File: config.mk
export PLATFORM = sky130hd
export DESIGN_NAME = pp_buf_ctrl_flat
export DESIGN_NICKNAME = d
export VERILOG_FILES = /design/src/rtl/pp_buf_ctrl_if.sv /design/src/rtl/pp_buf_ctrl.sv /design/src/flat_wrapper.sv
export SDC_FILE = /design/constraint.sdc
export NUM_CORES = 1
export LEC_CHECK = 0
export CAP_MARGIN = 30
export CORE_ASPECT_RATIO = 0.6
export CORE_MARGIN = 1
export CORE_UTILIZATION = 41
export DETAILED_ROUTE_END_ITERATION = 8
export PLACE_DENSITY = 0.85
export SYNTH_ARGS = -nofsm -noshare
export SYNTH_HDL_FRONTEND = slang
export SYNTH_SLANG_ARGS = --single-unit
export TNS_END_PERCENT = 20
File: constraint.sdc
create_clock -name i_clk -period 2.61 [get_ports i_clk]
set_input_delay 0.783 -clock i_clk [delete_from_list [all_inputs] [get_ports i_clk]]
set_output_delay 0.783 -clock i_clk [all_outputs]
set_load 0.05 [all_outputs]
File: src/rtl/pp_buf_ctrl_if.sv
// Valid/ready stream bundle for the ping-pong buffer: capture side in, consumer side out.
interface pp_buf_ctrl_if #(
  parameter int DATA_W = 8
) ();
  logic              in_valid;
  logic              in_ready;
  logic [DATA_W-1:0] in_data;
  logic              in_last;
  logic              out_valid;
  logic              out_ready;
  logic [DATA_W-1:0] out_data;
  logic              out_last;

  modport slave (
    input  in_valid, in_data, in_last, out_ready,
    output in_ready, out_valid, out_data, out_last
  );
  modport master (
    output in_valid, in_data, in_last, out_ready,
    input  in_ready, out_valid, out_data, out_last
  );
endinterface

File: src/rtl/pp_buf_ctrl.sv
// Ping-pong controller: fills one external SDP RAM bank from the input stream
// while the other bank drains to the output stream.
module pp_buf_ctrl #(
  parameter int DATA_W = 8,
  parameter int ADDR_W = 8
) (
  input  logic              i_clk,
  input  logic              i_rst_n,
  pp_buf_ctrl_if.slave      bus,
  output logic              o_ram_a_wea,
  output logic [ADDR_W-1:0] o_ram_a_addra,
  output logic [DATA_W-1:0] o_ram_a_dina,
  output logic [ADDR_W-1:0] o_ram_a_addrb,
  input  logic [DATA_W-1:0] i_ram_a_doutb,
  output logic              o_ram_b_wea,
  output logic [ADDR_W-1:0] o_ram_b_addra,
  output logic [DATA_W-1:0] o_ram_b_dina,
  output logic [ADDR_W-1:0] o_ram_b_addrb,
  input  logic [DATA_W-1:0] i_ram_b_doutb,
  output logic [1:0]        o_bank_full
);
  localparam int DEPTH = 2 ** ADDR_W;
  localparam logic [ADDR_W:0] LEN_ONE = 1;

  typedef enum logic [1:0] {R_IDLE, R_PRIME, R_STREAM} rstate_t;

  rstate_t           r_state;
  logic              r_wr_sel;
  logic              r_rd_sel;
  logic [ADDR_W-1:0] r_wr_addr;
  logic [ADDR_W-1:0] r_rd_addr;
  logic [ADDR_W:0]   r_len [2];
  logic [1:0]        r_bank_full;

  logic              w_in_ready;
  logic              w_acc;
  logic              w_wr_done;
  logic              w_stream;
  logic              w_last;
  logic              w_fire;
  logic              w_last_fire;
  logic [ADDR_W:0]   w_len_m1;
  logic [ADDR_W-1:0] w_rd_addrb;
  logic [1:0]        w_bf_nxt;

  assign w_in_ready  = ~r_bank_full[r_wr_sel];
  assign w_acc       = bus.in_valid & w_in_ready;
  assign w_wr_done   = w_acc & (bus.in_last | (r_wr_addr == ADDR_W'(DEPTH - 1)));

  assign w_stream    = (r_state == R_STREAM);
  assign w_len_m1    = r_len[r_rd_sel] - LEN_ONE;
  assign w_last      = w_stream & ({1'b0, r_rd_addr} == w_len_m1);
  assign w_fire      = w_stream & bus.out_ready;
  assign w_last_fire = w_fire & w_last;
  // Look one word ahead on a fire so back-to-back beats need no bubble;
  // otherwise hold the address so stalled data stays put.
  assign w_rd_addrb  = w_fire ? r_rd_addr + 1'b1 : r_rd_addr;

  // Fill and drain always touch different banks, so both updates can land.
  always_comb begin
    w_bf_nxt = r_bank_full;
    if (w_wr_done)   w_bf_nxt[r_wr_sel] = 1'b1;
    if (w_last_fire) w_bf_nxt[r_rd_sel] = 1'b0;
  end

  always_ff @(posedge i_clk) begin
    if (!i_rst_n) begin
      r_state     <= R_IDLE;
      r_wr_sel    <= 1'b0;
      r_rd_sel    <= 1'b0;
      r_wr_addr   <= '0;
      r_rd_addr   <= '0;
      r_len[0]    <= '0;
      r_len[1]    <= '0;
      r_bank_full <= '0;
    end else begin
      r_bank_full <= w_bf_nxt;
      if (w_wr_done) begin
        r_len[r_wr_sel] <= {1'b0, r_wr_addr} + LEN_ONE;
        r_wr_sel        <= ~r_wr_sel;
        r_wr_addr       <= '0;
      end else if (w_acc) begin
        r_wr_addr <= r_wr_addr + 1'b1;
      end
      case (r_state)
        R_IDLE:   if (r_bank_full[r_rd_sel]) r_state <= R_PRIME;
        R_PRIME:  r_state <= R_STREAM;
        R_STREAM: begin
          if (w_last_fire) begin
            r_rd_sel  <= ~r_rd_sel;
            r_rd_addr <= '0;
            r_state   <= R_IDLE;
          end else if (w_fire) begin
            r_rd_addr <= r_rd_addr + 1'b1;
          end
        end
        default:  r_state <= R_IDLE;
      endcase
    end
  end

  assign bus.in_ready  = w_in_ready;
  assign bus.out_valid = w_stream;
  assign bus.out_last  = w_last;
  assign bus.out_data  = r_rd_sel ? i_ram_b_doutb : i_ram_a_doutb;

  assign o_ram_a_wea   = w_acc & ~r_wr_sel;
  assign o_ram_b_wea   = w_acc &  r_wr_sel;
  assign o_ram_a_addra = r_wr_addr;
  assign o_ram_b_addra = r_wr_addr;
  assign o_ram_a_dina  = bus.in_data;
  assign o_ram_b_dina  = bus.in_data;
  assign o_ram_a_addrb = r_rd_sel ? '0 : w_rd_addrb;
  assign o_ram_b_addrb = r_rd_sel ? w_rd_addrb : '0;
  assign o_bank_full   = r_bank_full;
endmodule
File: src/flat_wrapper.sv
// flat-port wrapper written by rule: the top's interface ports become plain ports
module pp_buf_ctrl_flat 
#(
  parameter int DATA_W = 8,
  parameter int ADDR_W = 8
)
  (i_clk, i_rst_n, o_ram_a_wea, o_ram_a_addra, o_ram_a_dina, o_ram_a_addrb, i_ram_a_doutb, o_ram_b_wea, o_ram_b_addra, o_ram_b_dina, o_ram_b_addrb, i_ram_b_doutb, o_bank_full, bus_in_valid, bus_in_data, bus_in_last, bus_out_ready, bus_in_ready, bus_out_valid, bus_out_data, bus_out_last);
  pp_buf_ctrl_if #(.DATA_W(DATA_W)) bus_i ();
  input  logic i_clk;
  input  logic i_rst_n;
  output logic o_ram_a_wea;
  output logic [ADDR_W-1:0] o_ram_a_addra;
  output logic [DATA_W-1:0] o_ram_a_dina;
  output logic [ADDR_W-1:0] o_ram_a_addrb;
  input  logic [DATA_W-1:0] i_ram_a_doutb;
  output logic o_ram_b_wea;
  output logic [ADDR_W-1:0] o_ram_b_addra;
  output logic [DATA_W-1:0] o_ram_b_dina;
  output logic [ADDR_W-1:0] o_ram_b_addrb;
  input  logic [DATA_W-1:0] i_ram_b_doutb;
  output logic [1:0] o_bank_full;
  input wire logic [$bits(bus_i.in_valid)-1:0] bus_in_valid;
  input wire logic [$bits(bus_i.in_data)-1:0] bus_in_data;
  input wire logic [$bits(bus_i.in_last)-1:0] bus_in_last;
  input wire logic [$bits(bus_i.out_ready)-1:0] bus_out_ready;
  output wire logic [$bits(bus_i.in_ready)-1:0] bus_in_ready;
  output wire logic [$bits(bus_i.out_valid)-1:0] bus_out_valid;
  output wire logic [$bits(bus_i.out_data)-1:0] bus_out_data;
  output wire logic [$bits(bus_i.out_last)-1:0] bus_out_last;
  assign bus_i.in_valid = bus_in_valid;
  assign bus_i.in_data = bus_in_data;
  assign bus_i.in_last = bus_in_last;
  assign bus_i.out_ready = bus_out_ready;
  assign bus_in_ready = bus_i.in_ready;
  assign bus_out_valid = bus_i.out_valid;
  assign bus_out_data = bus_i.out_data;
  assign bus_out_last = bus_i.out_last;
  pp_buf_ctrl #(.DATA_W(DATA_W), .ADDR_W(ADDR_W)) u_core (.i_clk(i_clk), .i_rst_n(i_rst_n), .bus(bus_i), .o_ram_a_wea(o_ram_a_wea), .o_ram_a_addra(o_ram_a_addra), .o_ram_a_dina(o_ram_a_dina), .o_ram_a_addrb(o_ram_a_addrb), .i_ram_a_doutb(i_ram_a_doutb), .o_ram_b_wea(o_ram_b_wea), .o_ram_b_addra(o_ram_b_addra), .o_ram_b_dina(o_ram_b_dina), .o_ram_b_addrb(o_ram_b_addrb), .i_ram_b_doutb(i_ram_b_doutb), .o_bank_full(o_bank_full));
endmodule
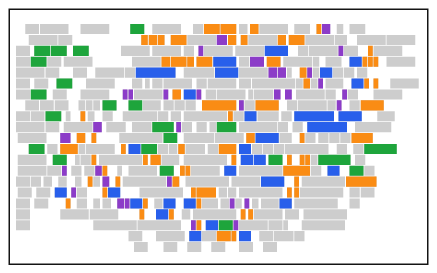
logic_types.png
XOR/XNOR gates: in blue, cells 30. NOR gates: in orange, cells 71, where spread over the die. NAND gates: in purple, cells 32. multiplexers: in green, cells 22.
multi-input combinational area share: 0.3832
Final Non-Filler Cells: 451
most frequent logic cell in the layout: buf_4

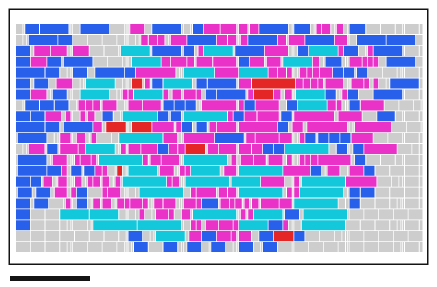
placement_by_type.png
Bar = 20 µm. Fill, decap, tap and diode cells in gray.
clock drivers and dummy loads: in red, cells 8, share of their area 2.7%. flops: in cyan, cells 41, share of their area 25%. other buffers and delay cells: in blue, cells 118, share of their area 33%. combinational and other logic: in magenta, cells 204, share of their area 40%.
num rows: 21
Seq/total area: 0.2407
Finished Cell Area: 0.004179 mm²

==> ci_impl_report.md <==
## Synthesis and layout report

| Metric | Value |
|---|---|
| Status | finished with violations |
| Failing checks | setup timing |
| Crit path time final | 3.181 ns |
| Pre-CTS setup slack | -0.5338 ns |
| Post-DP Area | 0.003779 mm² |
| Logic gate share of total power | 0.243 |
| Most used DFF post-synth | dfxtp_1 |
| Grt peak-use layer | met2 |
| Post-synth cell types | 46 |
| CP Buf/Inv Count | 3 |
| CTS clk-pin slew, worst paths | 0.08 ns |
| TritonCTS Buffers | 5 |
| Setup Viol. Count Final | 13 |
| Pint | 1.162 mW |
| Gr ovfl total | 0 |
| CP max-delay cell | dfxtp_4 |
| P_leak | 1.568 nW |
| Vias in the first global route | 2,420 |
| CTS tree | done |
| Post-synth design cell area | 0.002562 mm² |
| Skew final | 0.01265 ns |
| PnR worst setup slack | -0.5714 ns |
| Total Routing Usage GR | 0.2315 |
| Final WL | 7.706 mm |
| Routability congestion estimate | 0.8341 |
| WP data arrival | 2.40 ns |
| Cell area leaders | edfxtp_1 21%, dfxtp_1 18%, nor2_1 7.2% |
| Starting density of the core | 0.4413 |
| Largest area contributor in the netlist | edfxtp_1 |
| Largest net degree at the start of global routing | 14 |
| Initial DRC count | 143 |
| Hold Violations, Final | 0 |
| Mapped Nets | 310 |
| Endpoint class of the critical path | output pin |
| Core region area | 0.005807 mm² |
| Post-synth top cells | 49 x nor2_1, 24 x buf_4, 23 x dfxtp_1 |
| Sequential Power Share | 0.442 |
| Clock H-tree levels | 2 |
| Startpoint types | flop |
| Clk latency late pin | 0.30 ns |
| CTS root buf | clkbuf_8 |
| Power per cell area | 386.4 mW/mm² |
| Crit path max fanout | 5 |
| Wire per inst | 17.09 µm |
| First-pass GRT wire length | 11.91 mm |
| Area Overhead vs Synth | 63.09% |
| Crit path kind | reg -> out |
| RSZ-0062 raised after global routing | true |
| Cells after synthesis | 278 |
| NetSw | 452.7 µW |
| OpenROAD warnings | 29 |
| Met3 Track Usage GR | 0.07246 |
| Number of enable flip-flop cells | 18 |
| Top-count cell post-synth | nor2_1 |
| Max transition margin | 0.6364 |
| Synth async-reset ratio | 0 |
| Post-synth regs | 41 |
| Chip Area, Yosys | 0.002562 mm² |
| Largest type area fraction | 0.2109 |
| Switching portion of total power | 0.2803 |
| Worst endpoint required time | 1.83 ns |
| Die area | 0.006580 mm² |
| Die W | 104.1 µm |
| Seq share, synth | 0.3906 |
| Antenna Nets Post-Route | 0 |
| # DRC | 0 |
| Hold_buf cts | 0 |
| Initial antenna violation count | 0 |
| Max_cap viols | 0 |
| Most frequent CP cell | buf_4 |
| Share of cells above drive strength 1 | 0.3801 |
| CP cell instances | mux2i_4 > ha_4 > buf_4 > o221ai_4 > a211oi_2 > nor3_1 > buf_4 > nor4b_4 > buf_12 |
| Die height | 63.24 µm |
| Synth Area per Inst | 9.217 µm² |
| Worst hold path type | reg -> reg |
| Yosys cell count | 278 |
| Met1 Usage GRT | 0.2838 |
| Max Fclk | 314.3 MHz |
| Clk buf depth | 2 |
| Vias per Instance | 5.439 |
| Worst Max-Slew Pin Slew | 0.5438 ns |
| Number of port buffers | 67 |
| I/O pins | 92 |
| Warnings from Yosys | 0 |
| Met2 Use GR | 0.3850 |
| Period utilization | 1.219 |
| Top Family by Delay on Critical Path | buffers and inverters |
| Core Util, Final | 0.7197 |
| Router iterations before antenna repair | 6 |
| Via count | 2,453 |
| Clock sinks | 41 |
| Antenna diode count | 0 |
| CP peak stage delay | 0.43 ns |
| DP HPWL | 5.242 mm |
| Final #Nets | 402 |
| Slew Limit Fails | 0 |
| Max IR drop VDD | 0.0003001 V |
| Setup TNS | -1.364 ns |
| Clock share of power | 0.315 |
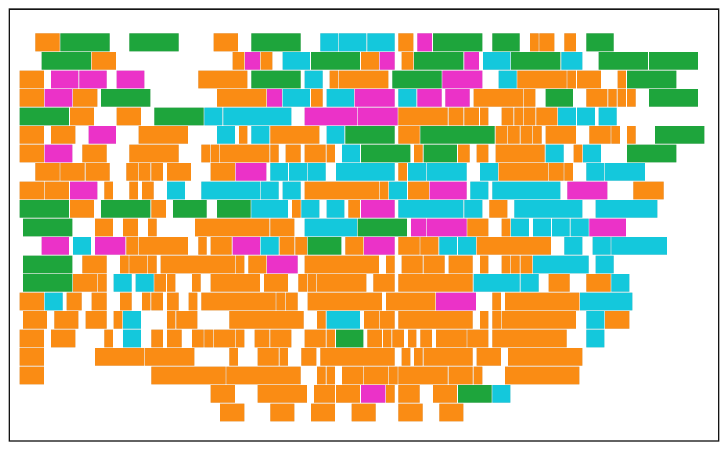
sizes.png
_2 cells: in magenta, cells 32, share 8.6%. _6 and larger: in green, cells 37, share 10%. _0 and _1 cells: in orange, cells 230, share 62%. _3 and _4 cells: in cyan, cells 72, share 19%.

==> through the flow <==
step,power [mW],std cells,hold slack (ns)
2_1_floorplan,0.9699,278,0.4150
3_3_place_gp,1.065,436,0.4364
3_5_place_dp,1.077,436,0.4494
4_1_cts,1.577,446,0.4689
5_1_grt,1.666,451,0.5595
6_report,1.615,451,0.5441
==> worst min-delay path, cell delays in order (launching register included) <==
cell     delay (ns)
dfxtp_1        0.36
nand2_1        0.08
a21oi_1        0.06
==> cell type report <==
class,count,area [µm²]
flip-flops and latches,41,1006
clock buffers,5,68.82
well taps,80,100.1
fillers,386,1628
inverters,6,22.52
clock inverters,3,41.29
multi-input cells,198,1602
repair buffers,118,1339
==> state kept, by name, indices dropped and copies added, names as in the netlist, named ones only <==
register,cells
u_core.o_ram_a_addra,8
u_core.r_len,18
u_core.r_wr_sel,1
u_core.r_state,2
u_core.r_rd_addr,8
u_core.r_rd_sel,1
u_core.o_bank_full,2
==> cell families after synthesis <==
family,after synthesis,synth area share
AND-OR/OR-AND,27,0.07373
XOR/XNOR,30,0.1025
adder cells (fa/ha/maj),3,0.01465
buffers and inverters,39,0.1001
flip-flops,41,0.3906
multiplexers,22,0.09082
AND/OR/NAND/NOR,116,0.2275
==> cell usage in the layout (no fill, tap or decap), types with 9 or more instances in the layout <==
master           synthesis  routed
buf_12                   0      27
clkdlybuf4s50_1          0      38
dfxtp_1                 23      21
xnor2_1                 14       9
buf_4                   24      48
nand2_1                 20      20
mux2i_1                 12       9
mux2_2                  10       9
nor2_1                  49      37
edfxtp_1                18      18
xor2_1                  16      12
==> power groups by stage <==
stage | logic, mW | clock network (mW) | registers, mW
global route | 0.414 | 0.535 | 0.716
finish | 0.393 | 0.508 | 0.714
CTS | 0.362 | 0.507 | 0.707
detailed placement | 0.354 | 0 | 0.723
global placement | 0.344 | 0 | 0.721
floorplan | 0.232 | 0 | 0.738
==> per-layer routing <==
layer,wire [µm],vias up
met3,580,28
met4,251,0
met5,0,-
met1,3193,1180
li1,-,1120
met2,3681,125
==> final timing paths <==
check                                       startpoint                                    to  slack (ns)  depth (start not counted)
setup / recovery                                  flop                          bus_out_last       -0.57                          9
hold / removal    u_core.o_ram_a_addra[1]$_SDFFE_PP0P_  u_core.o_ram_a_addra[1]$_SDFFE_PP0P_        0.54                          2
setup reg to reg                                  flop      u_core.r_rd_addr[5]$_SDFFE_PN0P_        0.10                          9
hold reg to reg   u_core.o_ram_a_addra[1]$_SDFFE_PP0P_  u_core.o_ram_a_addra[1]$_SDFFE_PP0P_        0.54                          2
==> timing repair <==
action                                  CTS  global route
resized                                  16            28
pin swaps                                 3            11
endpoints found under the setup margin   25            24
setup buffers                             2             5
No activity file was given, so power comes from the tool's default toggle rates.
